<file path="src/rtl/proc_pkg.sv">
// Shared processor definitions: fetch state encoding and opcode field layout.
// The control FSM decodes the same opcode field, so both sides import this package.
// No logic; constants and types only.
package proc_pkg;

    typedef enum logic [1:0] {
        FETCH = 2'd0,
        HOLD  = 2'd1,
        HALT  = 2'd2
    } fetch_state_e;

    // Opcode occupies the top OP_W bits of every instruction word.
    localparam int OP_W = 4;
    localparam logic [OP_W-1:0] HALT_OPCODE = 4'hF;

endpackage

</file>
<file path="src/rtl/fetch_unit_pc_reg.sv">
// Loadable, incrementing, wrapping program counter register.
// Latency: q updates on the clk edge after load/inc; load has priority over inc.
// Backpressure: none; holds value when neither load nor inc is asserted.
module pc_reg #(
    parameter int              W       = 8,
    parameter logic [W-1:0]    RST_VAL = '0
) (
    input  logic         clk,
    input  logic         rst,
    input  logic         load,
    input  logic         inc,
    input  logic [W-1:0] d,
    output logic [W-1:0] q
);

    always_ff @(posedge clk) begin
        if (rst) begin
            q <= RST_VAL;
        end else if (load) begin
            q <= d;
        end else if (inc) begin
            q <= q + {{(W-1){1'b0}}, 1'b1};
        end
    end

endmodule

</file>
<file path="src/rtl/fetch_unit.sv">
// Instruction fetch: owns the PC, latches ROM words and hands them over valid/ready.
// Latency: first instr_valid one cycle after reset release; one word per cycle sustained.
// Backpressure: instr held stable while instr_ready=0; jump costs one bubble cycle.
module fetch_unit
    import proc_pkg::*;
#(
    parameter int                ADDR_W     = 8,
    parameter int                INSTR_W    = 16,
    parameter logic [ADDR_W-1:0] START_ADDR = '0,
    parameter logic [OP_W-1:0]   HALT_OP    = HALT_OPCODE
) (
    input  logic               clk,
    input  logic               rst,
    output logic [ADDR_W-1:0]  address,
    input  logic [INSTR_W-1:0] code,
    output logic [INSTR_W-1:0] instr,
    output logic               instr_valid,
    input  logic               instr_ready,
    input  logic               jump_en,
    input  logic [ADDR_W-1:0]  jump_addr,
    output logic [ADDR_W-1:0]  instr_pc,
    output logic               halt,
    output logic [15:0]        retired
);

    fetch_state_e      state;
    logic [ADDR_W-1:0] pc;
    logic              accept;
    logic              take_jump;
    logic              capture;
    logic              halt_word;
    logic              pc_load;
    logic              pc_inc;

    assign address   = pc;
    assign accept    = instr_valid & instr_ready;
    assign halt_word = (code[INSTR_W-1 -: OP_W] == HALT_OP);

    // A jump on an accept cycle discards the word at pc, so it suppresses capture
    // and therefore also HALT detection of that word.
    assign take_jump = (state == HOLD) & accept & jump_en;
    assign capture   = (state == FETCH) | ((state == HOLD) & accept & ~jump_en);

    assign pc_load = take_jump;
    assign pc_inc  = capture & ~halt_word;

    pc_reg #(
        .W       (ADDR_W),
        .RST_VAL (START_ADDR)
    ) u_pc_reg (
        .clk  (clk),
        .rst  (rst),
        .load (pc_load),
        .inc  (pc_inc),
        .d    (jump_addr),
        .q    (pc)
    );

    always_ff @(posedge clk) begin
        if (rst) begin
            state       <= FETCH;
            instr       <= '0;
            instr_pc    <= '0;
            instr_valid <= 1'b0;
            halt        <= 1'b0;
            retired     <= '0;
        end else begin
            if (accept && (retired != 16'hFFFF)) begin
                retired <= retired + 16'd1;
            end

            case (state)
                FETCH, HOLD: begin
                    if (take_jump) begin
                        state       <= FETCH;
                        instr_valid <= 1'b0;
                    end else if (capture) begin
                        if (halt_word) begin
                            state       <= HALT;
                            instr_valid <= 1'b0;
                            halt        <= 1'b1;
                        end else begin
                            state       <= HOLD;
                            instr       <= code;
                            instr_pc    <= pc;
                            instr_valid <= 1'b1;
                        end
                    end
                end
                HALT: begin
                    instr_valid <= 1'b0;
                    halt        <= 1'b1;
                end
                default: begin
                    state       <= FETCH;
                    instr_valid <= 1'b0;
                end
            endcase
        end
    end

endmodule

</file>
<file path="config.mk">
export PLATFORM = sky130hd
export DESIGN_NAME = fetch_unit
export DESIGN_NICKNAME = d
export VERILOG_FILES = /design/src/rtl/proc_pkg.sv /design/src/rtl/fetch_unit_pc_reg.sv /design/src/rtl/fetch_unit.sv
export SDC_FILE = /design/constraint.sdc
export NUM_CORES = 1
export LEC_CHECK = 0
export ABC_AREA = 1
export CAP_MARGIN = 20
export CORE_MARGIN = 5
export CORE_UTILIZATION = 50
export DETAILED_ROUTE_END_ITERATION = 12
export GPL_ROUTABILITY_DRIVEN = 0
export PLACE_DENSITY_LB_ADDON = 0.1
export SYNTH_ARGS = -nofsm -noshare
export SYNTH_HDL_FRONTEND = slang
export SYNTH_SLANG_ARGS = --single-unit
</file>
<file path="constraint.sdc">
create_clock -name clk -period 3.1 [get_ports clk]
set_input_delay 0.31 -clock clk [delete_from_list [all_inputs] [get_ports clk]]
set_output_delay 0.31 -clock clk [all_outputs]
set_load 0.02 [all_outputs]
</file>
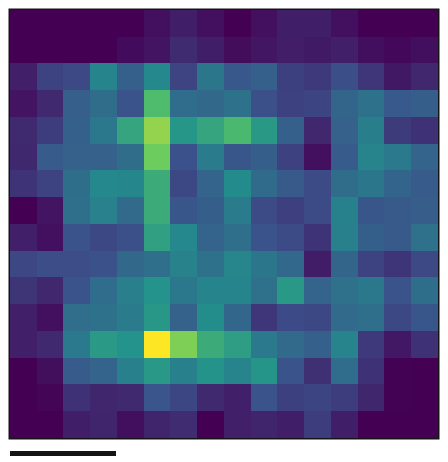
*Wiring heat map, run 1*
Bar = 20 um. The die is cut into 16 by 16 equal tiles; dark purple is low, yellow is high, scaled to the fullest tile. Values are wire area over tile area, all layers added.
densest ninth of the die: center
fullest tile: 0.59
nearly empty tiles: 11%
DR WL/cell: 12.30 um
vias: 2466
routed wire length: 6062 um
Tot GR Track Use: 19.30%

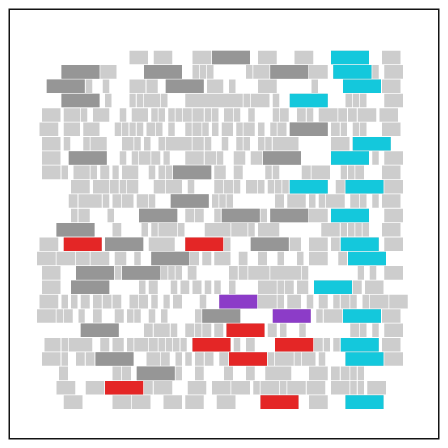
*Sequential cells colored by netlist name, run 1*
Other sequential cells in the stronger gray, the rest of the logic in the fainter gray.
[red] instr_pc | flops: 8 | where: bottom center
[purple] state | flops: 2
[cyan] instr | flops: 16
sequential cell area: 1041 um^2
sequential fraction of total cell area: 30.55%
Final Core Density: 70.73%
sequential cell power: 758 uW

==> impl_metrics.tcl, run 1 <==
# collected from the flow reports
set metrics [dict create \
    grt_max_degree 36 \
    die_w_um 81.08 \
    fa_ha_area_share_pct 0.9906 \
    ys_cells 353 \
    port_buffers 77 \
    cts_sinks 52 \
    dominant-cell-class "multi-input combinational cells" \
    syn_area_per_cell_um2 7.156 \
    pg_clk_uw 455 \
    comb_cells 261 \
    finalCritPeriodShare_pct 63.88 \
    yosysTopAreaCellShare_pct 41.21 \
    dpl_worst_slack_ns 0.8137 \
    mostFrequentLayoutCells "77 x clkdlybuf4s50_1, 71 x nand2_1, 64 x nor2_1" \
    rsz0062_at_grt "false" \
    netlist_area_um2 2526 \
    syn-instance-count 353 \
    wl_met2_um 2728 \
    setup_viol 0 \
    holdBufCountCts 0 \
    hold_viol 0 \
    die_h_um 81.08 \
    crit_top_cell "nand2_2" \
    cp-end-kind "flop" \
    buffers 79 \
    overflow 0 \
    maxSlewHeadroom_pct 41.66 \
    yosys-dominant-comb-family "simple AND/OR/NAND/NOR gates" \
    p_int_mw 1.117 \
    root_buffer "clkbuf_8" \
    synth.mux.area_fraction_pct 0 \
    status "completed" \
    vdd_drop_max_mv 0.3044 \
    clock_power_share_pct 29.2 \
    hold_path.class "flop to flop" \
    fin_cells 493 \
    powerDensity_nw_per_um2 458.1 \
    grt_pass1_wl_um 9970 \
    grt_pass1_vias 2200 \
    dr.first_iter.drc_count 120 \
    antenna_found_initial 0 \
    routed.top_layer "met4" \
    tap_cells 67 \
    post_cts_buffers 0 \
    setup_ws_ns 1.120 \
    power_mw 1.561 \
    viasPerCell 5.002 \
]
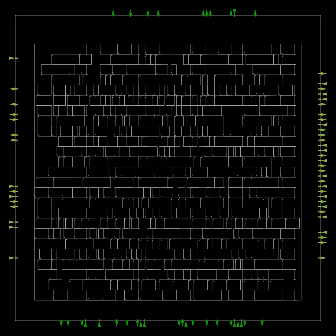
*Placement view, run 1*
Layout fillers: 440
FP Rows: 25
flop count: 52

## run 1: synthesized netlist by cell type
library cell / n
nor3b_1: 1
o211a_1: 1
nor3_1: 1
clkbuf_1: 4
nand3b_1: 1
a31oi_1: 1
nand4_1: 6
o21ai_2: 1
o21ai_4: 1
nand3_2: 1
nor2_1: 64
ha_1: 2
dfxtp_1: 52
buf_2: 2
buf_4: 1
o21ai_0: 34
inv_2: 2
buf_6: 5
xnor2_1: 3
a21oi_1: 18
a21oi_2: 10
xor2_1: 5
inv_1: 24
nor2_4: 2
buf_1: 2
o21ai_1: 2
nor2_2: 7
nand2_1: 71
nand3_1: 21
nand2_2: 7
a21boi_1: 1
## run 1: critical path: cells and delay by family
family	cells	cell delay, ns
simple gates	3	0.97
buf+inv	1	0.47
compound gates	3	0.45
## run 1: flip-flops by register name, indices dropped and copies added (netlist names)
name	flops
retired	16
halt	1
state	2
u_pc_reg.q	8
instr	16
instr_pc	8
instr_valid	1
## run 1: worst paths after layout
check / slack (ns) / to / depth (start not counted) / start
max: 1.12 / u_pc_reg.q[4]$_SDFFE_PP0P_ / 7 / instr_ready
min: 0.45 / halt$_SDFFE_PP0P_ / 2 / halt$_SDFFE_PP0P_
max reg2reg: 1.20 / retired[5]$_SDFFE_PP0P_ / 7 / retired[0]$_SDFFE_PP0P_
min reg2reg: 0.45 / halt$_SDFFE_PP0P_ / 2 / halt$_SDFFE_PP0P_
## run 1: per-stage QoR
step	hold WS (ns)	utilization [%]	area, um^2
floorplan	0.4729	-	2526
CTS	0.4601	70.73	3407
finish	0.4545	70.73	3407
detailed placement	0.4464	68.49	3299
global route	0.4838	70.73	3407
global placement	0.4384	68.49	3299
==> run 2: changes to the inputs <==
--- a/config.mk
+++ b/config.mk
@@ -8,7 +8,7 @@
 export ABC_AREA = 1
 export CAP_MARGIN = 20
 export CORE_MARGIN = 5
-export CORE_UTILIZATION = 50
+export CORE_UTILIZATION = 47
 export DETAILED_ROUTE_END_ITERATION = 12
 export GPL_ROUTABILITY_DRIVEN = 0
 export PLACE_DENSITY_LB_ADDON = 0.1
==> constraint.sdc (replaced) <==
create_clock -name clk -period 1.9 [get_ports clk]
set_input_delay 0.19 -clock clk [delete_from_list [all_inputs] [get_ports clk]]
set_output_delay 0.19 -clock clk [all_outputs]
set_load 0.02 [all_outputs]
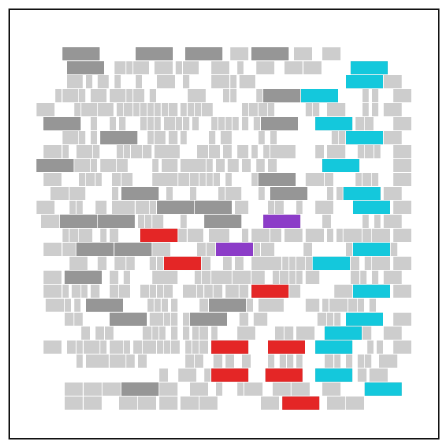
*Sequential cells colored by netlist name, run 2*
Other sequential cells in the stronger gray, the rest of the logic in the fainter gray.
Final Core Density: 66.84%
sequential fraction of total cell area: 30.11%
sequential cell power: 1.24 mW

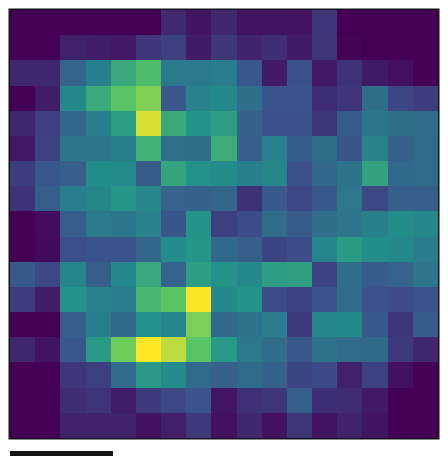
*Wiring heat map, run 2*
Bar = 20 um. The die is cut into 17 by 17 equal tiles; dark purple is low, yellow is high, scaled to the fullest tile. Values are wire area over tile area, all layers added.
mean over tiles: 0.14
tiles over half the peak: 13%
emptiest ninth of the die: upper right
densest ninth of the die: center
fullest tile: 0.51
nearly empty tiles: 11%
routed wire length: 6246 um
Tot GR Track Use: 18.44%
DR WL/cell: 12.39 um
vias: 2478

==> run 2 against run 1 <==
Net effect: first-iteration DRC count grew 15%; hold slack lost 0.0013 ns; largest power group unchanged; critical endpoint is now address[2]; synthesized cell count is the same; critical path depth shrank 6; register-to-register slack lost 0.91 ns; sequential cell count is the same.
==> impl_metrics.tcl, run 2 <==
# collected from the flow reports
set metrics [dict create \
    status "completed" \
    ys_top_cells_by_area "dfxtp_1 41%, nand2_1 11%, nor2_1 9.5%" \
    warnings 26 \
    setup_ws_ns 0.2543 \
    reg2reg_from "retired[1]$_SDFFE_PP0P_" \
    grt_pass1_wl_um 10870 \
    num_rows 26 \
    yosys-top-cells-count "71 x nand2_1, 64 x nor2_1, 52 x dfxtp_1, 34 x o21ai_0, 24 x inv_1" \
    crit_buf_inv 1 \
    cts_sinks 52 \
    worstHoldStart "halt$_SDFFE_PP0P_" \
    maxSlewHeadroom_pct 73.84 \
    clock_power_share_pct 26.4 \
    r2r_end "retired[15]$_SDFFE_PP0P_" \
    pwr-share-comb_pct 24.0 \
    simple_gate_share_pct 31.25 \
    hold_path.class "flop to flop" \
    ys.flop_type "dfxtp_1" \
    placed_area_um2 3363 \
    tritoncts "built" \
    syn_area_per_cell_um2 7.156 \
    grtUsageMet3_pct 4.257 \
    required_ns 1.71 \
    die_h_um 83.32 \
    finalCritPeriodShare_pct 86.62 \
    cp-end-kind "primary output" \
    netlist_area_um2 2526 \
    power_mw 2.492 \
    setup_viol 0 \
    die_w_um 83.32 \
    worstSetupPathType "flop to primary output" \
    globalRouteMet1Util_pct 25.92 \
    holdBufCountCts 0 \
    layout-drive-gt1-share_pct 11.06 \
    cpPeakStageDelay_ns 0.66 \
    mostFrequentLayoutCells "77 x clkdlybuf4s50_1, 71 x nand2_1, 64 x nor2_1" \
    ys_cells 353 \
    dr.first_iter.drc_count 138 \
    vdd_drop_max_mv 0.3532 \
    critPathMaxFanout 7 \
    synthAoiAreaFrac_pct 16.10 \
    post_cts_buffers 0 \
    clkTransAtPathRegs_ns 0.09 \
    hold_viol 0 \
    fin_cells 504 \
    syn2layout_area_growth_pct 36.85 \
    overflow 0 \
    rsz0062_at_grt "false" \
    synth.mux.area_fraction_pct 0 \
    viasPerCell 4.917 \
    worstHoldPathCells 2 \
    grt_pass1_vias 2306 \
    critical-path-top-delay-family "buffers and inverters" \
    antenna_found_initial 0 \
    fa_ha_area_share_pct 0.9906 \
    hold_end "halt$_SDFFE_PP0P_" \
    ant_nets 0 \
    mostFrequentLayoutCell "clkdlybuf4s50_1" \
    stdcell_area_um2 3457 \
    grt_max_degree 36 \
    yosys-dominant-comb-family "simple AND/OR/NAND/NOR gates" \
    edf_count 0 \
    reg2reg_slack_ns 0.29 \
    dpl_worst_slack_ns 0.1409 \
    rr_worst_depth 8 \
    syn-instance-count 353 \
    coreArea_um2 5172 \
    chip_area_um2 6941 \
    worstPathArrival_ns 1.46 \
    yosysTopAreaCellShare_pct 41.21 \
    async_flop_share_pct 0 \
    ys_ff 52 \
    root_buffer "clkbuf_8" \
    top_regs "instr (16), retired (16)" \
    p_int_mw 1.750 \
    top_cell "nand2_1" \
    powerDensity_nw_per_um2 720.7 \
    port_buffers 77 \
    top_usage_layer "met2" \
    hold_slack_ns 0.4532 \
    clkLatencyLatePin_ns 0.30 \
]
-- run 2: cell types whose count changed in the layout (fill, tap and decap cells not counted), sizes merged --
cell and change:
clkinv -1, clkbuf +1, bufinv -1, buf +8
clkinvlp +1
-- run 2: worst max path at each step --
stage / cells after the start / endpoint / from / slack (ns)
floorplan: 9 / retired[11]$_SDFFE_PP0P_ / retired[0]$_SDFFE_PP0P_ / 0.23
global placement: 8 / u_pc_reg.q[2]$_SDFFE_PP0P_ / instr_ready / 0.19
detailed placement: 8 / u_pc_reg.q[2]$_SDFFE_PP0P_ / instr_ready / 0.14
CTS: 1 / address[2] / u_pc_reg.q[2]$_SDFFE_PP0P_ / 0.25
global route: 9 / retired[15]$_SDFFE_PP0P_ / retired[1]$_SDFFE_PP0P_ / 0.12
finish: 1 / address[2] / u_pc_reg.q[2]$_SDFFE_PP0P_ / 0.25
-- run 2: cell type report --
cell class	instances	area (um^2)
timing repair buffer	87	845.8
sequential	52	1041
clock inverter	1	7.507
tap	70	87.58
clock buffer	7	86.33
inverter	26	97.59
fill	446	1715
multi-input combinational	261	1291
-- run 2: power groups by stage --
stage	logic [mW]	registers (mW)	clock network, mW
after floorplan	0.235	1.35	0
after global placement	0.594	1.26	0
after detailed placement	0.602	1.26	0
after CTS	0.604	1.24	0.674
after global routing	0.662	1.25	0.714
final	0.598	1.24	0.658
-- run 2: per-layer routing --
metal | share of wire [%] | routed length, um | vias to the layer above
met1 | 47 | 2960 | 1110
met2 | 45 | 2829 | 73
met5 | 0 | 0 | -
met4 | 0.61 | 38 | 0
met3 | 6.7 | 417 | 4
li1 | - | - | 1291
Power is estimated from default activity; no workload was simulated.
